===== config.mk =====
export PLATFORM = sky130hd
export DESIGN_NAME = instr_fetch
export DESIGN_NICKNAME = d
export VERILOG_FILES = /design/src/rtl/instr_fetch_pkg.sv /design/src/rtl/instr_fetch.sv
export SDC_FILE = /design/constraint.sdc
export NUM_CORES = 1
export LEC_CHECK = 0
export CORE_AREA = 4 4 68 70
export CTS_BUF_LIST = sky130_fd_sc_hd__clkbuf_16
export CTS_CLUSTER_SIZE = 10
export DETAILED_ROUTE_END_ITERATION = 16
export DIE_AREA = 0 0 72 74
export GPL_TIMING_DRIVEN = 0
export PLACE_DENSITY = 0.68
export SLEW_MARGIN = 20
export SYNTH_ARGS = -nofsm -noshare
export SYNTH_HDL_FRONTEND = slang
export SYNTH_SLANG_ARGS = --single-unit

===== constraint.sdc =====
create_clock -name clk -period 2.15 [get_ports clk]
set_clock_uncertainty 0.1 [all_clocks]
set_input_delay 0.3225 -clock clk [delete_from_list [all_inputs] [get_ports clk]]
set_output_delay 0.3225 -clock clk [all_outputs]
set_load 0.01 [all_outputs]

===== src/rtl/instr_fetch_pkg.sv =====
// instr_fetch_pkg: shared fetch-stage defaults and FSM state encodings
package instr_fetch_pkg;
  localparam int ADDR_W_DEF = 8;
  localparam int RESET_PC_DEF = 0;
  localparam logic [1:0] FS_IDLE = 2'd0;
  localparam logic [1:0] FS_REQ = 2'd1;
  localparam logic [1:0] FS_VALID = 2'd2;
endpackage


===== src/rtl/instr_fetch.sv =====
// instr_fetch: holds the PC, fetches one byte per request/ack, hands it to the decoder via valid/ready
module instr_fetch
  import instr_fetch_pkg::*;
#(
  parameter int ADDR_W = ADDR_W_DEF,
  parameter logic [ADDR_W-1:0] RESET_PC = ADDR_W'(RESET_PC_DEF)
) (
  input  logic              clk,
  input  logic              reset,
  output logic              mem_req,
  output logic [ADDR_W-1:0] mem_addr,
  input  logic              mem_ack,
  input  logic [7:0]        mem_rdata,
  output logic [7:0]        instr,
  output logic              instr_valid,
  input  logic              instr_ready,
  input  logic              increment_pc,
  input  logic              jump_en,
  input  logic [ADDR_W-1:0] jump_addr,
  output logic [ADDR_W-1:0] pc
);
  logic [1:0] state, state_n;
  logic [ADDR_W-1:0] pc_n, pending_addr, pending_addr_n;
  logic [7:0] instr_n;
  logic valid_n, jump_pending, jump_pending_n;
  assign mem_req = state == FS_REQ;
  assign mem_addr = pc;
  // A jump seen while a request is open is parked until the ack closes it; the ack data is then discarded
  always_comb begin
    state_n = state;
    pc_n = pc;
    instr_n = instr;
    valid_n = instr_valid;
    jump_pending_n = jump_pending;
    pending_addr_n = pending_addr;
    if (state == FS_IDLE) begin
      state_n = FS_REQ;
    end else if (state == FS_REQ) begin
      if (mem_ack) begin
        jump_pending_n = 1'b0;
        if (jump_en || jump_pending) begin
          pc_n = jump_en ? jump_addr : pending_addr;
        end else begin
          instr_n = mem_rdata;
          valid_n = 1'b1;
          state_n = FS_VALID;
        end
      end else if (jump_en) begin
        jump_pending_n = 1'b1;
        pending_addr_n = jump_addr;
      end
    end else if (state == FS_VALID) begin
      if (jump_en || instr_ready) begin
        valid_n = 1'b0;
        state_n = FS_REQ;
        pc_n = jump_en ? jump_addr : pc + ADDR_W'(increment_pc);
      end
    end else begin
      state_n = FS_IDLE;
    end
  end
  always_ff @(posedge clk or posedge reset) begin
    if (reset) begin
      state <= FS_IDLE;
      pc <= RESET_PC;
      instr <= 8'h00;
      instr_valid <= 1'b0;
      jump_pending <= 1'b0;
      pending_addr <= '0;
    end else begin
      state <= state_n;
      pc <= pc_n;
      instr <= instr_n;
      instr_valid <= valid_n;
      jump_pending <= jump_pending_n;
      pending_addr <= pending_addr_n;
    end
  end
endmodule


==> run_1/floorplan.png <==
Drawn at 6 px/um. Pins as bars on the die edge.
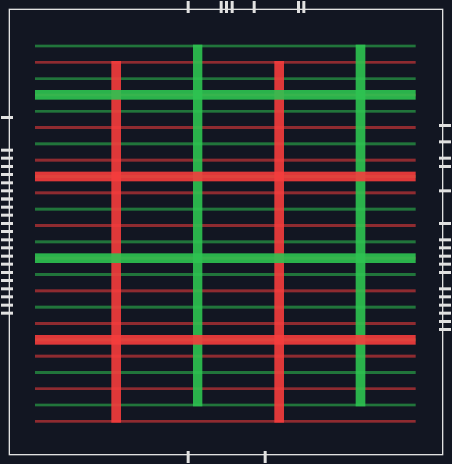
Key: red = VSS; green = VDD
4 straps on met5. 4 straps on met4. The core has 23 rows.
area inside the core boundary: 3971 um^2
Die H: 74 um
Max IR drop VDD: 0.5713 mV

==> run_1/util_map.png <==
Drawn at 4 px/um. The die is cut into 7 by 7 equal tiles; white is low, dark blue is high, 0 to 100% covered.
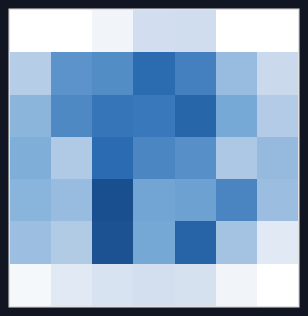
The fullest tile reaches 88%. 12% of the tiles are over 75% full. The densest ninth of the die: center.
post-layout util: 55.70%
FP Core Util: 39.51%

==> datasheet_impl.txt, run 1 <==
Table: implementation figures

Parameter                              Value

Run
  Number of warnings the tools reported .................. 30
  Max-cap violation count .................. 0

Global route
  First-pass GRT wire length .................. 5871 um
  Overflow after GRT .................. 0
  Largest net degree at the start of global routing .................. 29
  GRT Overall Usage .................. 14.07%
  Antenna violations before repair .................. 0
  Vias in the first global route .................. ~1300

Clock tree
  Cts repair resizes .................. 1
  Clock root cell .................. clkbuf_16
  Maximum clock path buffer count .................. 2
  Clock buffer count from CTS .................. 3
  Clock network latency to the later pin of the worst-skew pair .................. 0.26 ns
  TritonCTS clock tree .................. built
  Clock net sink count .................. 28
  CTS H-Tree Depth .................. 1
  Post-cts hold-fix buffer tally .................. 0
  Buffers inserted by post-CTS timing repair .................. 0

Die
  Horizontal die size .................. 72 um
  Die Area .................. approximately 5300 um^2
  Placement row count .................. 23
  Boundary Pins .................. ~48

Outcome
  Status .................. finished, final reports clean

Placement
  Placed cells .................. 242
  HPWL reported at the end of detailed placement .................. between 2000 and 3000 um
  Final RePlAce weighted congestion .................. between 0.8 and 0.9
  Number of buffer cells added on primary ports .................. 47
  Area after detailed placement .................. 2102 um^2

Synth
  Number of register bits inferred by synthesis .................. 28
  Average footprint of a synthesized cell .................. 10.82 um^2
  Library cell occupying the most area in the post-synthesis netlist .................. dfrtp_1
  Cell Area, Synth .................. around 1600 um^2
  Total cells reported by yosys after synthesis .................. 145
  Distinct cells, synth .................. ~43
  EDFF count, synth .................. 0
  Syn Inst Count .................. 145
  Dominant register cell .................. dfrtp_1
  Total cell area reported by yosys after synthesis .................. 1569 um^2
  Proportion of netlist area held by the largest area contributor .................. 44.66%
  Top cells by area .................. dfrtp_1 45%, mux2_2 11%, ha_1 5.6%, buf_4 3.8%, nand2_1 2.9%
  Async set or reset register ratio after synthesis .................. 100.0%
  Nets at Floorplan .................. 174

Routing
  Router iterations before antenna repair .................. 4
  Routed WL .................. 3479 um
  Routed via count .................. 1264
  Post-DR vias/cell .................. a little over 5
  Number of remaining DRC errors .................. 0

Finish
  Final standard cell area without fillers .................. 2212 um^2
  Number of non-filler instances in the completed layout .................. 246
  Layout overhead on the synthesized area .................. 40.99%
  Number of nets in the layout .................. 226
  Filler Cell Count .................. 347
  Fraction of layout instances using a drive strength above 1 .................. a little over a fifth

Setup path
  Worst path slowest cell .................. clkdlybuf4s50_1
  Cell type group with the largest total delay on the critical path .................. buffers and inverters
  Critical path origin .................. state[1]$_DFFE_PP0P_
  Required time worst endpoint .................. 1.73 ns
  Worst r2r path cells .................. 6
  Crit path capture .................. mem_req
  Max Fanout on Critical Path .................. 5
  Critical Path Start Type .................. flop
  Worst setup path class .................. flop to output port
  Highest cell delay on the worst timing path .................. 0.56 ns
  RR Startpoint .................. state[1]$_DFFE_PP0P_
  Critical Path Stages .................. 3
  Critical register-to-register path endpoint .................. pending_addr[4]$_DFFE_PP0P_
  WP buf/inv .................. 2
  CP Capture Type .................. output port
  Critical-path cell list .................. inv_1 > ha_1 > clkdlybuf4s50_1
  Reg2reg setup slack .................. 0.13 ns
  Data arrival time of the worst path .................. ~1.6 ns

Worst hold path
  Type of the worst min-delay path .................. input port to asynchronous set/reset pin

Final timing
  Final setup violating endpoints .................. 0
  WHS .................. 0.3355 ns
  Max Fclk .................. 490.2 MHz
  Fraction of the cycle the final worst path needs .................. 94.89%
  Setup repair after global routing missed its margin .................. no
  Worst slew margin relative to its limit .................. 61.24%
  Number of max-slew violations in the final report .................. 0
  Fin Setup TNS .................. 0 ns
  Post-layout min period .................. 2.040 ns
  Worst Max-Slew Pin Slew .................. slightly below 0.6 ns
  Number of failing hold endpoints at the final stage .................. 0

Power and ir drop
  Leakage power figure .................. between 0.9 and 1 nW
  Power per cell area .................. 1477 nW/um^2
==> run_1/congestion_map.png <==
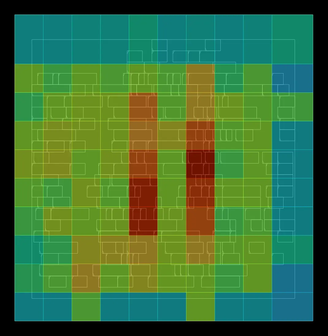
average routed wire per standard cell: 14.14 um
grt met2 use: 23.37%

==> run_1/layers.png <==
Drawn at 8 px/um. Two of the layers only.
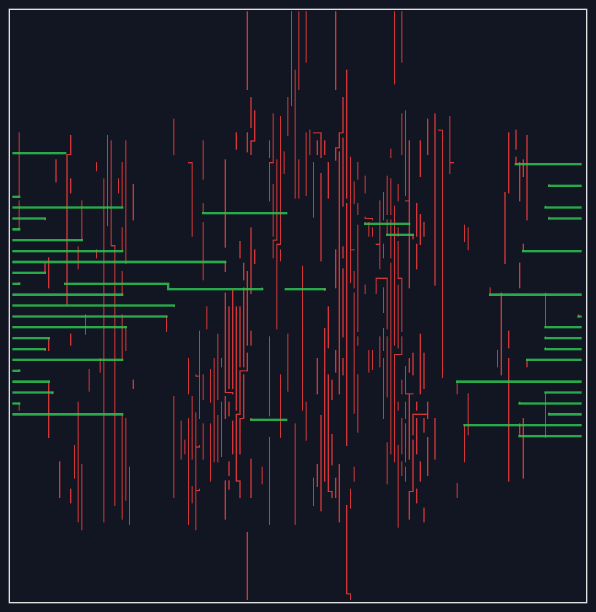
Key: green = M3 [wire length 357 um]; red = M2 [wire length 1630 um]

run 1: registers in the layout, summed over array words and instances (netlist names):
signal	count
instr	8
instr_valid	1
jump_pending	1
mem_addr	8
pending_addr	8
state	2
run 1: worst min path at each step:
| stage | from | endpoint | slack, ns | depth (start not counted) |
|---|---|---|---|---|
| after CTS | instr_valid$_DFFE_PP0P_ | instr_valid$_DFFE_PP0P_ | 0.40 | 1 |
| after detailed placement | instr_valid$_DFFE_PP0P_ | instr_valid$_DFFE_PP0P_ | 0.38 | 1 |
| after floorplan | reset | instr[0]$_DFFE_PP0P_ | 0.29 | 1 |
| after global routing | reset | instr[3]$_DFFE_PP0P_ | 0.39 | 2 |
| final | reset | instr[0]$_DFFE_PP0P_ | 0.34 | 2 |
| after global placement | instr_valid$_DFFE_PP0P_ | instr_valid$_DFFE_PP0P_ | 0.38 | 1 |
run 1: layer usage:
metal | track usage [%] | wire length, um
met4 | 5.010 | 42
met1 | 16.68 | 1449
met3 | 5.541 | 356
met5 | 0 | 0
met2 | 23.37 | 1631
run 1: stage by stage:
step	setup WS [ns]	total power [mW]	utilization, %
after floorplan	0.2775	2.031	-
after global placement	0.08567	2.685	52.93
after detailed placement	0.006056	2.746	52.93
after CTS	0.07950	3.313	55.70
after global routing	0.0005607	3.514	55.70
final	0.1099	3.266	55.70
run 1: report_power, final:
group	internal (mW)	switching (mW)	leakage, nW	total (mW)
Clock	0.371	0.178	0.0511	0.549
Combinational	0.988	0.733	0.564	1.72
Sequential	0.787	0.210	0.342	0.997
Total	2.15	1.12	0.957	3.27
run 1: cell type report:
class	instances	area [um^2]	area share [%]
Multi-Input combinational cell	100	764.5	34.56
Timing Repair Buffer	47	470.5	21.27
Inverter	5	18.77	0.8484
Clock buffer	3	75.07	3.394
Buffer	12	90.09	4.072
Sequential cell	28	700.7	31.67
Clock inverter	1	30.03	1.357
Tap cell	50	62.56	2.828
run 1: placed cells by master, fill, tap and decap left out, drive strengths merged, types with 3 or more instances in the layout:
| cell type | netlist | final |
|---|---|---|
| inv | 5 | 5 |
| and3 | 3 | 3 |
| a21oi | 8 | 8 |
| nand2 | 12 | 12 |
| clkdlybuf4s50 | 0 | 47 |
| o21ai | 8 | 8 |
| nand3 | 3 | 3 |
| mux2i | 3 | 3 |
| mux2 | 16 | 16 |
| clkbuf | 0 | 3 |
| ha | 7 | 7 |
| nor2 | 11 | 11 |
| dfrtp | 28 | 28 |
| buf | 12 | 12 |
run 1: logic make-up (layout without fill, tap and decap cells):
family	after synthesis	count (layout)	share of synthesized area, %
AOI/OAI and AO/OA	31	31	13.80
xor gates and xnor gates	1	1	0.5583
adders and majority gates	7	7	5.582
buffers and inverters	17	68	6.937
DFF	28	28	44.66
muxes	19	19	13.40
and+or+nand+nor	42	42	15.07
run 1: cell usage after synthesis (2+ instances only):
cell	count
inv_1	4
o21ai_0	4
o21ai_1	4
buf_2	3
nand3_1	3
and3_1	3
a21oi_1	7
nand3b_1	2
nor2b_1	2
nor2_1	10
dfrtp_1	28
buf_4	8
nand2_1	12
mux2i_1	3
mux2_2	16
o22a_1	2
ha_1	7
a22o_1	2
## Run 2: what changed since run 1
--- a/config.mk
+++ b/config.mk
@@ -5,13 +5,14 @@
 export SDC_FILE = /design/constraint.sdc
 export NUM_CORES = 1
 export LEC_CHECK = 0
-export CORE_AREA = 4 4 68 70
+export CORE_AREA = 2 2 66 68
 export CTS_BUF_LIST = sky130_fd_sc_hd__clkbuf_16
 export CTS_CLUSTER_SIZE = 10
 export DETAILED_ROUTE_END_ITERATION = 16
-export DIE_AREA = 0 0 72 74
+export DIE_AREA = 0 0 68 70
 export GPL_TIMING_DRIVEN = 0
 export PLACE_DENSITY = 0.68
+export SETUP_SLACK_MARGIN = 0.3
 export SLEW_MARGIN = 20
 export SYNTH_ARGS = -nofsm -noshare
 export SYNTH_HDL_FRONTEND = slang
==> run_2/util_map.png <==
Drawn at 4 px/um. The die is cut into 7 by 7 equal tiles; white is low, dark blue is high, 0 to 100% covered.
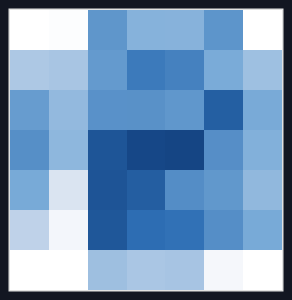
The emptiest ninth of the die: lower left. 12% of the tiles are nearly empty. The densest ninth of the die: center. The mean over all tiles is 48%. 16% of the tiles are over 75% full.
area inside the core boundary: 4144 um^2
FP Core Util: 37.86%
post-layout util: 56.22%

==> run 2 against run 1 <==
  * Setup slack gained 0.25 ns
  * Cell count grew 2.8%
  * Largest cell class unchanged
  * Synthesized cell count is the same
  * Critical path depth grew 2
  * Global-route usage grew 3.0 points
  * Cell area grew 5.3%
  * Sequential power is essentially flat
  * Highest routed layer unchanged
  * Flip-flop count is the same
==> datasheet_impl.txt, run 2 <==
Table: implementation figures

Parameter                              Value

Clock tree
  CTS H-Tree Depth .................. 1 (unchanged)
  Post-cts hold-fix buffer tally .................. 0 (unchanged)
  Maximum clock path buffer count .................. 2 (unchanged)
  Clock root cell .................. clkbuf_16 (unchanged)
  Clock network latency to the later pin of the worst-skew pair .................. 0.26 ns (about the same)

Setup path
  Reg2reg setup slack .................. 0.36 ns (was 0.13 ns)
  Data arrival time of the worst path .................. 1.84 ns (was 1.62 ns)
  Critical register-to-register path endpoint .................. instr[3]$_DFFE_PP0P_ (was pending_addr[4]$_DFFE_PP0P_)
  RR Startpoint .................. state[0]$_DFFE_PP0P_ (was state[1]$_DFFE_PP0P_)
  Worst setup path class .................. flop to flop (was flop to output port)
  Required time worst endpoint .................. 2.20 ns (was 1.73 ns)
  Max Fanout on Critical Path .................. 8 (was 5)
  Critical Path Start Type .................. flop (unchanged)

Synth
  Synth top cells by count .................. 28 x dfrtp_1, 16 x mux2_2, 12 x nand2_1 (unchanged)
  Library cell occupying the most area in the post-synthesis netlist .................. dfrtp_1 (unchanged)
  Average footprint of a synthesized cell .................. 10.82 um^2 (unchanged)
  EDFF count, synth .................. 0 (unchanged)
  And+or+nand+nor area frac .................. 15.07% (unchanged)
  Post-synthesis share of cell area spent on full adders, half adders and majority gates .................. 5.582% (unchanged)
  Distinct cells, synth .................. 43 (unchanged)
  Number of register bits inferred by synthesis .................. 28 (unchanged)
  Top cells by area .................. dfrtp_1 45%, mux2_2 11%, ha_1 5.6%, buf_4 3.8%, nand2_1 2.9% (unchanged)
  Count leader, synth .................. dfrtp_1 (unchanged)
  Total cells reported by yosys after synthesis .................. 145 (unchanged)
  Proportion of netlist area held by the largest area contributor .................. 44.66% (unchanged)
  Total cell area reported by yosys after synthesis .................. 1569 um^2 (unchanged)
  Post-synthesis xor/xnor area fraction .................. 0.5582% (unchanged)
  Nets at Floorplan .................. 174 (unchanged)
  Syn Inst Count .................. 145 (unchanged)
  Cell Area, Synth .................. 1569 um^2 (unchanged)

Die
  Horizontal die size .................. 68 um (was 72 um)
  Boundary Pins .................. 48 (unchanged)
  Die H .................. 70 um (was 74 um)

Worst hold path
  Type of the worst min-delay path .................. input port to asynchronous set/reset pin (unchanged)

Finish
  Top library cells by usage in the layout, fill and taps aside .................. 46 x clkdlybuf4s50_1, 24 x dfrtp_1, 16 x mux2_2, 12 x nand2_1, 12 x buf_4 (was 47 x clkdlybuf4s50_1, 28 x dfrtp_1, 16 x mux2_2, 12 x nand2_1, 10 x nor2_1)
  Layout overhead on the synthesized area .................. 48.48% (was 40.99%)
  Filler Cell Count .................. 349 (was 347)
  Number of nets in the layout .................. 231 (was 226)
  Commonest Layout Cell .................. clkdlybuf4s50_1 (unchanged)

Power and ir drop
  Leakage power figure .................. 0.9972 nW (was 0.9575 nW)
  Design Power .................. 3.483 mW (was 3.266 mW)
  Power per cell area .................. 1495 nW/um^2 (was 1477 nW/um^2)
  Max IR drop VDD .................. 0.6469 mV (was 0.5713 mV)

Placement
  Number of buffer cells added on primary ports .................. 47 (unchanged)
  Final RePlAce weighted congestion .................. 0.8715 (was 0.8507)
  Area after detailed placement .................. 2110 um^2 (was 2102 um^2)

Routing
  Number of remaining DRC errors .................. 0 (unchanged)
  Routed WL .................. 3681 um (was 3479 um)
  Routed via count .................. 1305 (was 1264)
  Router iterations before antenna repair .................. 4 (unchanged)
  Post-DR vias/cell .................. 5.158 (was 5.138)

Final timing
  Fraction of the cycle the final worst path needs .................. 83.16% (was 94.89%)
  Number of max-slew violations in the final report .................. 0 (unchanged)
  Number of failing hold endpoints at the final stage .................. 0 (unchanged)
  Setup repair after global routing missed its margin .................. yes (was no)
  WHS .................. 0.3448 ns (was 0.3355 ns)
  Post-layout min period .................. 1.788 ns (was 2.040 ns)
  Fin Setup TNS .................. 0 ns (unchanged)
  Worst slew margin relative to its limit .................. 60.05% (was 61.24%)
  Max Fclk .................. 559.3 MHz (was 490.2 MHz)

Global route
  Antenna violations before repair .................. 0 (unchanged)
  GRT Overall Usage .................. 17.07% (was 14.07%)
  First-pass GRT wire length .................. 6230 um (was 5871 um)
  Vias in the first global route .................. 1340 (was 1286)
  Overflow after GRT .................. 0 (unchanged)

Run
  Max-cap violation count .................. 0 (unchanged)

Outcome
  Status .................. finished, final reports clean (unchanged)
==> run_2/congestion_map.png <==
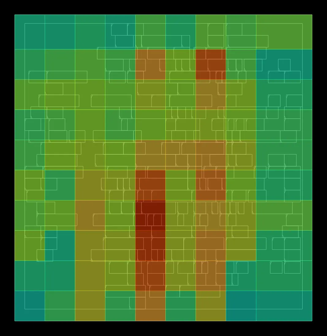
Most Crowded Layer GR: met2
GR Layer Usage met1: 19.73%
grt met2 use: 30.74%
average routed wire per standard cell: 14.55 um

## run 2: cell count changes in the layout (fill, tap and decap cells not counted), moves of 4 or more
cell / before / now
ha_1: 7 / 3
dfrtp_2: 0 / 4
dfrtp_1: 28 / 24
buf_4: 8 / 12
## run 2: logic make-up after synthesis
kind of cell / Yosys count
flops: 28
buf+inv: 17
xor+xnor: 1
simple gates: 42
mux: 19
fa+ha+maj: 7
compound gates: 31
## run 2: worst max path at each step
stage / to / from
2_1_floorplan: pending_addr[0]$_DFFE_PP0P_ / state[1]$_DFFE_PP0P_
3_3_place_gp: mem_addr[6]$_DFFE_PP0P_ / increment_pc
3_5_place_dp: mem_addr[6]$_DFFE_PP0P_ / increment_pc
4_1_cts: pending_addr[1]$_DFFE_PP0P_ / state[0]$_DFFE_PP0P_
5_1_grt: mem_addr[5]$_DFFE_PP0P_ / state[0]$_DFFE_PP0P_
6_report: instr[3]$_DFFE_PP0P_ / state[0]$_DFFE_PP0P_
## run 2: final cells by class
cell class / instances / area [um^2] / share of cell area [%]
clock inverters: 1 / 30.03 / 1.289
multi-input cells: 100 / 823.3 / 35.34
inverters: 5 / 18.77 / 0.8056
plain buffers: 12 / 92.59 / 3.974
clock buffers: 3 / 75.07 / 3.222
repair buffers: 52 / 519.2 / 22.29
well taps: 52 / 65.06 / 2.793
flip-flops and latches: 28 / 705.7 / 30.29
## run 2: repair_timing
item                                    4_1_cts  5_1_grt
setup buffers                                 1        4
endpoints found under the hold margin         0        0
endpoints found under the setup margin       25       29
pin swaps                                     1        2
gates resized                                 3       16
## run 2: through the flow
step,worst slack (ns),std cells
floorplan,0.3444,145
global placement,0.08830,244
detailed placement,0.06864,244
CTS,0.2432,249
global route,0.2781,253
finish,0.3621,253
## run 2: per-layer routing
metal | up-vias | share of wire, % | track usage (%)
li1 | 626 | - | -
met1 | 634 | 40 | 19.73
met2 | 40 | 54 | 30.74
met3 | 5 | 4.8 | 3.221
met4 | 0 | 1.6 | 5.333
met5 | - | 0 | 0
## run 2: where the power goes
part	internal (mW)	switching, mW	total (mW)
clock network	0.371	0.189	0.560
logic	1.12	0.794	1.91
registers	0.794	0.218	1.01
## run 2: critical path: stages, from the launching register on
cell	delay [ns]
dfrtp_1	0.38
inv_1	0.10
ha_2	0.25
nor2_1	0.28
nand4b_4	0.23
mux2_2	0.33
Power and IR drop assume default switching activity.
